<file path="config.mk">
export PLATFORM = sky130hd
export DESIGN_NAME = sort_ctrl
export DESIGN_NICKNAME = d
export VERILOG_FILES = /design/src/rtl/sort_ctrl_pkg.sv /design/src/rtl/sort_ctrl_cmp_core.sv /design/src/rtl/sort_ctrl.sv
export SDC_FILE = /design/constraint.sdc
export NUM_CORES = 1
export LEC_CHECK = 0
export CORE_ASPECT_RATIO = 2
export CORE_MARGIN = 2
export CORE_UTILIZATION = 50
export CTS_CLUSTER_DIAMETER = 200
export DETAILED_ROUTE_END_ITERATION = 7
export PLACE_DENSITY = 0.7
export SETUP_SLACK_MARGIN = 0.3
export SLEW_MARGIN = 20
export SYNTH_ARGS = -nofsm -noshare
export SYNTH_HDL_FRONTEND = slang
export SYNTH_SLANG_ARGS = --single-unit
export TNS_END_PERCENT = 5
</file>
<file path="constraint.sdc">
create_clock -name clk -period 3.29 [get_ports clk]
set_input_delay 0.658 -clock clk [delete_from_list [all_inputs] [get_ports clk]]
set_output_delay 0.658 -clock clk [all_outputs]
set_load 0.02 [all_outputs]
</file>
<file path="src/rtl/sort_ctrl_pkg.sv">
// Shared defaults and FSM state encoding for the batch bubble-sort controller.
package sort_ctrl_pkg;

  localparam int unsigned WIDTH_DEF = 4;
  localparam int unsigned DEPTH_DEF = 4;

  typedef enum logic [1:0] {
    LOAD = 2'd0,
    SORT = 2'd1,
    OUT  = 2'd2
  } state_t;

endpackage

</file>
<file path="src/rtl/sort_ctrl_cmp_core.sv">
// Purely combinational signed magnitude comparator shared by the sort datapath.
module cmp_core #(
  parameter int WIDTH = 4
) (
  input  logic signed [WIDTH-1:0] a,
  input  logic signed [WIDTH-1:0] b,
  output logic                    gt,
  output logic                    eq,
  output logic                    lt
);

  assign gt = (a > b);
  assign eq = (a == b);
  assign lt = (a < b);

endmodule

</file>
<file path="src/rtl/sort_ctrl.sv">
// Batch controller: loads DEPTH signed words, bubble-sorts them in place with one
// shared comparator (early exit on a swap-free pass), then streams them out ascending.
module sort_ctrl
  import sort_ctrl_pkg::*;
#(
  parameter int WIDTH = WIDTH_DEF,
  parameter int DEPTH = DEPTH_DEF
) (
  input  logic                    clk,
  input  logic                    rst,
  input  logic                    in_valid,
  input  logic signed [WIDTH-1:0] in_data,
  output logic                    in_ready,
  output logic                    out_valid,
  output logic signed [WIDTH-1:0] out_data,
  input  logic                    out_ready,
  output logic                    busy,
  output logic [3:0]              pass_cnt
);

  localparam int IW = (DEPTH > 1) ? $clog2(DEPTH) : 1;
  localparam logic [IW-1:0] LAST     = IW'(DEPTH - 1);
  localparam logic [IW-1:0] CMP_LAST = IW'(DEPTH - 2);
  localparam logic [3:0]    PASS_MAX = 4'(DEPTH - 2);

  state_t state, state_nx;

  logic signed [WIDTH-1:0] entry [DEPTH];
  logic [IW-1:0]           wr_idx, rd_idx, idx, idx_n;
  logic                    swapped;
  logic signed [WIDTH-1:0] cmp_a, cmp_b;
  logic                    gt, eq, lt, swap, pass_end, stop;

  assign idx_n = idx + 1'b1;
  assign cmp_a = entry[idx];
  assign cmp_b = entry[idx_n];

  cmp_core #(.WIDTH(WIDTH)) u_cmp (
    .a  (cmp_a),
    .b  (cmp_b),
    .gt (gt),
    .eq (eq),
    .lt (lt)
  );

  // Equal operands never swap, which keeps the sort stable.
  assign swap     = gt & ~(eq | lt);
  assign pass_end = (idx == CMP_LAST);
  assign stop     = !(swapped || swap) || (pass_cnt == PASS_MAX);

  always_ff @(posedge clk) begin
    if (rst) state <= LOAD;
    else     state <= state_nx;
  end

  always_comb begin
    state_nx  = state;
    in_ready  = 1'b0;
    busy      = 1'b0;
    out_valid = 1'b0;
    out_data  = '0;
    case (state)
      LOAD: begin
        in_ready = 1'b1;
        if (in_valid && wr_idx == LAST) state_nx = SORT;
      end
      SORT: begin
        busy = 1'b1;
        if (pass_end && stop) state_nx = OUT;
      end
      OUT: begin
        out_valid = 1'b1;
        out_data  = entry[rd_idx];
        if (out_ready && rd_idx == LAST) state_nx = LOAD;
      end
      default: state_nx = LOAD;
    endcase
  end

  always_ff @(posedge clk) begin
    if (rst) begin
      entry    <= '{default: '0};
      wr_idx   <= '0;
      rd_idx   <= '0;
      idx      <= '0;
      pass_cnt <= '0;
      swapped  <= 1'b0;
    end else begin
      case (state)
        LOAD: begin
          if (in_valid) begin
            entry[wr_idx] <= in_data;
            wr_idx        <= (wr_idx == LAST) ? '0 : wr_idx + 1'b1;
          end
        end
        SORT: begin
          if (swap) begin
            entry[idx]   <= cmp_b;
            entry[idx_n] <= cmp_a;
            swapped      <= 1'b1;
          end
          // Pass boundary: per-pass swap flag restarts, overriding the set above.
          if (pass_end) begin
            pass_cnt <= pass_cnt + 4'd1;
            idx      <= '0;
            swapped  <= 1'b0;
          end else begin
            idx <= idx_n;
          end
        end
        OUT: begin
          if (out_ready) begin
            if (rd_idx == LAST) begin
              rd_idx   <= '0;
              wr_idx   <= '0;
              pass_cnt <= '0;
            end else begin
              rd_idx <= rd_idx + 1'b1;
            end
          end
        end
        default: ;
      endcase
    end
  end

endmodule

</file>
==> run_1/clk_routes.png <==
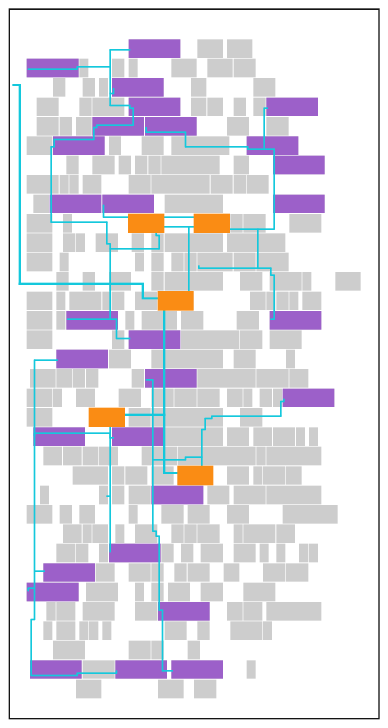
cyan -> clock wires  # length 472 um
orange -> clock drivers  # count 5
purple -> flip-flops  # count 29
flops lie = all over the die
routed clock nets = 6

==> run_1/clocks.png <==
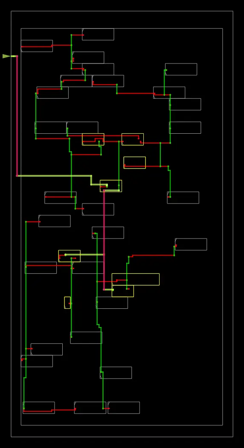
total clock sinks: 29
FFs & Latches: 29

==> run_1/sizes.png <==
Scale bar: 20 um.
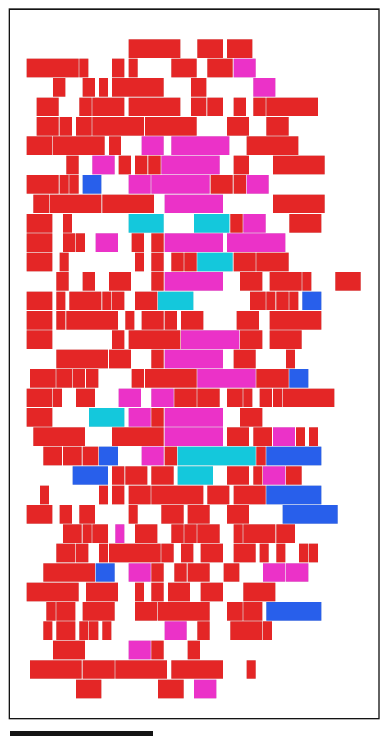
magenta -> _2 cells  # cells 33, share 13%
red -> _0 and _1 cells  # cells 213, share 81%
blue -> _3 and _4 cells  # cells 10, share 3.8%
cyan -> _6 and larger  # cells 7, share 2.7%

==> impl_metrics.ini, run 1 <==
; yosys + openroad results
[floorplan]
ios = 19
num_tap_cells = 54

[cts]
cts_root_buf = clkbuf_8
cts_tree = yes

[critical_path]
cp-endpoint = entry[8]
crit_chain = buf_4 -> mux4_2 -> ha_1 -> and4_1 -> nor4_4 -> o21ai_2 -> a211o_1 -> a21oi_2
path_max_fanout = 12
r2r_end = entry[8]

[cells_and_area]
combGateArea_um2 = 1580
seq_share_pct = 22.3
nonClkBufAreaFrac_pct = 8.37

[detailed_routing]
viasPerCell = 6.67
drcViolationCount = 0

[power_and_ir_drop]
clk-power_mw = 0.396
power_frac_comb_pct = 14.7
p_seq_mw = 0.366
power_per_cell_area_nw_per_um2 = 343
power_leader = clock
total_leakage_power_nw = 0.851
ir_drop_uv = 344
p_int_mw = 0.654
switching_power_mw = 0.239

[logic_synthesis]
xor_area_share_pct = 0.772
edf_count = 0
synth_seq_share_pct = 25.6
ys_sh_adder_pct = 8.83

[job]
maxCapViolations = 0
warning_count = 34

[global_routing]
grt_max_degree = 25
grt_pass1_wl_mm = 10.3

[timing]
finalWorstSetupSlack_ns = 0.477
setup_viol = 0
rsz0062_at_grt = false

[outcome]
status = completed

[hold_path]
hold_depth = 2
==> run 1: flip-flops by register name, indices dropped and copies added (netlist names) <==
register,cells
entry,16
pass_cnt,4
idx,2
rd_idx,2
state,2
wr_idx,2
swapped,1
==> run 1: per-layer routing <==
metal	share of wire, %	track usage, %	wire (um)
met5	0	0	0
met2	54	49.6	3500
met4	8.3	20.2	539
met3	5.1	3.75	332
met1	33	26.9	2110
==> run 1: critical path: cells and delay by family, from the launching register on <==
family | cells | cell delay, ns
AND-OR/OR-AND | 3 | 0.62
adder cells (fa/ha/maj) | 1 | 0.34
buffers and inverters | 1 | 0.23
flip-flops | 1 | 0.33
multiplexers | 1 | 0.60
AND/OR/NAND/NOR | 2 | 0.63
==> run 1: stage by stage <==
| stage | area, um2 | cells | power, mW |
|---|---|---|---|
| after floorplan | 2270 | 246 | 0.465 |
| final | 2600 | 317 | 0.893 |
| after global routing | 2600 | 317 | 0.927 |
| after CTS | 2600 | 317 | 0.894 |
| after detailed placement | 2480 | 309 | 0.503 |
| after global placement | 2480 | 309 | 0.502 |
==> run 1: cell families (layout without fill, tap and decap cells) <==
kind of cell / Yosys count / after routing
compound gates: 87 / 87
simple gates: 75 / 75
flops: 29 / 29
buf+inv: 25 / 42
fa+ha+maj: 16 / 16
mux: 12 / 12
xor+xnor: 2 / 2
==> run 1: placed cells by master (no fill, tap or decap), types with 6 or more instances in the layout <==
cell type        count
a21oi_2             16
clkdlybuf4s50_1     18
ha_1                16
mux4_2              12
nor2_1              18
dfxtp_1             29
a211o_1             16
nor2b_1              6
clkbuf_8             6
a21oi_1             26
a221oi_1            16
inv_1               10
nand3_1             18
nand2_1             13
==> run_1/flops_by_reg.png <==
Scale bar: 20 um. Other sequential cells in the stronger grey, the rest of the logic in the fainter grey.
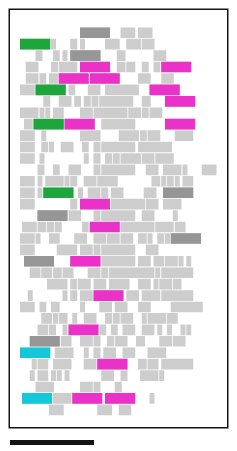

## Run 2: what changed since run 1
==> constraint.sdc (replaced) <==
create_clock -name clk -period 3 [get_ports clk]
set_input_delay 0.6 -clock clk [delete_from_list [all_inputs] [get_ports clk]]
set_output_delay 0.6 -clock clk [all_outputs]
set_load 0.02 [all_outputs]
==> run_2/flops_by_reg.png <==
Scale bar: 20 um. Other sequential cells in the stronger grey, the rest of the logic in the fainter grey.
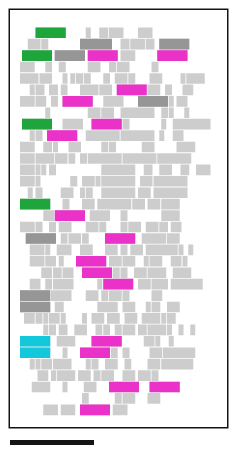
cyan -> `wr_idx`  # placed flops 2
magenta -> `entry`  # placed flops 16
green -> `pass_cnt`  # placed flops 4, where upper left
not coloured = 7

==> run_2/placement_by_type.png <==
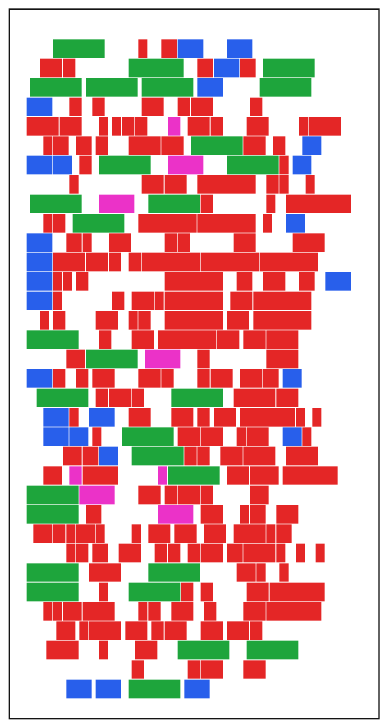
magenta -> clock drivers and dummy loads  # cells 8
green -> flops  # cells 29
red -> combinational and other logic  # cells 203
blue -> other buffers and delay cells  # cells 26

==> run_2/clocks.png <==
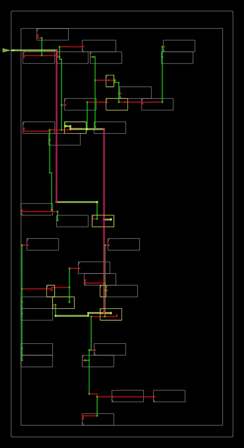
CTS Buf Count: 5
Latency at later pin: 0.28 ns

==> impl_metrics.ini, run 2 <==
; yosys + openroad results
[outcome]
status = completed

[timing]
setup_viol = 0
hold_viol = 0
rsz0062_at_grt = true
finalWorstSetupSlack_ns = 0.342
fin_skew_ns = 0.00732
fin_crit_sh_pct = 88.6
max_freq_ghz = 0.376
tns_ns = 0
worst_pin_slew_ns = 0.493
relSlewSlack_pct = 67.0

[floorplan]
ios = 19
coreArea_um2 = 4340
die_y_um = 99.3
dieArea_um2 = 5120
die_w_um = 51.6

[critical_path]
cp_slowest_stage_delay_ns = 0.58
critPathTopFamily = AND-OR/OR-AND gates
worst-path-buf-inv = 1
cp-start-kind = flip-flop
worstReg2RegStart = idx[0]
crit_required_ns = 3.21
crit_start = idx[0]
worstSetupPathType = flip-flop to flip-flop
path_max_fanout = 8
crit_chain = buf_4 -> mux4_2 -> ha_1 -> and2b_2 -> nor4_4 -> o21ai_2 -> a211o_1 -> a21oi_2

[job]
warning_count = 36
maxCapViolations = 0

[logic_synthesis]
synth_cell_types = 34
edf_count = 0
synth_top_flop_cell = dfxtp_1
synth_nets = 270
synthCells = 246
yosysTopAreaCell = dfxtp_1
ys_top_cells_by_count = 29 x dfxtp_1, 26 x a21oi_1, 18 x nand3_1, 18 x nor2_1
syn_area_um2 = 2270
top_cell = dfxtp_1
ys_chip_area_um2 = 2270
synth_seq_share_pct = 25.6
synthTopCellsByArea = dfxtp_1 26%, mux4_2 12%, ha_1 8.8%

[placement]
dp_hpwl_mm = 4.94
globalplace.congestion = 0.983
place_area_um2 = 2490
place.port_buffers = 18

[cells_and_area]
top_register = entry
largest_register_ffs = 16
reg_top3 = entry x16, pass_cnt x4
finalNetCount = 289
lay_top_count = dfxtp_1
stdcell_area_um2 = 2610
lay_top_cells = 28 x dfxtp_1, 26 x a21oi_1, 18 x nor2_1, 18 x nand3_1, 18 x clkdlybuf4s50_1
fin_util_pct = 60.2
final_layout_size_suffix_gt1_share_pct = 21.4

[power_and_ir_drop]
power_mw = 0.860
total_leakage_power_nw = 0.860
power_per_cell_area_nw_per_um2 = 329
pwr-share-seq_pct = 46.6
switching_power_mw = 0.249
p_int_mw = 0.611
ir_drop_uv = 354
power_frac_comb_pct = 17.6

[global_routing]
antenna_found_initial = 0
grt_max_degree = 31
grt_pass1_vias = 2012
grt_pass1_wl_mm = 10.0

[detailed_routing]
viasPerCell = 6.52
drt_iter0_drc = 67
wl_per_cell_um = 20.1
drcViolationCount = 0

[cts]
clock_sink_count = 29
cts_tree = yes
clockBufferDepth = 2
ctsHtreeMaxLevel = 2
cts_resized = 1
cts_root_buf = clkbuf_8
ctsHoldBuffers = 0
cts.clk_slew.worst_paths_ns = 0.06

[hold_path]
hp-start = swapped
hold_path.class = flip-flop to flip-flop
run 2: cell type report:
class                           instances  area, um2
Fill cell                             436       1730
Multi-Input combinational cell        192       1600
Sequential cell                        29        582
Timing Repair Buffer                   26        240
Clock buffer                            6       72.6
Tap cell                               54       67.6
Inverter                               11       41.3
Clock inverter                          2       10.0
run 2: worst paths after layout:
kind	end	slack, ns	cells past startpoint
worst min-delay path	swapped	0.51	2
worst max register to register	entry[0]	0.34	8
worst max-delay path	entry[0]	0.34	8
worst min register to register	swapped	0.51	2
run 2: power groups by stage:
| stage | combinational (mW) | clock [mW] | sequential [mW] |
|---|---|---|---|
| after detailed placement | 0.146 | 0 | 0.409 |
| after global routing | 0.163 | 0.332 | 0.401 |
| final | 0.151 | 0.308 | 0.400 |
| after CTS | 0.147 | 0.317 | 0.400 |
| after global placement | 0.145 | 0 | 0.408 |
| after floorplan | 0.107 | 0 | 0.406 |
run 2: per-stage QoR:
stage,hold slack [ns],instances
finish,0.509,320
global route,0.552,320
CTS,0.515,318
detailed placement,0.502,310
global placement,0.499,310
floorplan,0.477,246
run 2: routing by layer:
layer  part of all wire, %  global-route usage, %  wire (um)
met2                    54                   48.2       3500
met5                     0                      0          0
met4                   7.5                   19.8        479
met3                   4.3                   3.30        275
met1                    34                   26.7       2170
run 2: kinds of logic after synthesis:
logic type,synth area share (%)
AND/OR/NAND/NOR,19.3
multiplexers,11.9
flip-flops,25.6
buffers and inverters,4.91
XOR/XNOR,0.772
AND-OR/OR-AND,28.7
adder cells (fa/ha/maj),8.83
run 2: worst min-delay path, delay by kind of cell, from the launching register on:
kind / cells / cell delay, ns
compound gates: 1 / 0.11
simple gates: 1 / 0.05
flops: 1 / 0.31
Power and IR drop assume default switching activity.
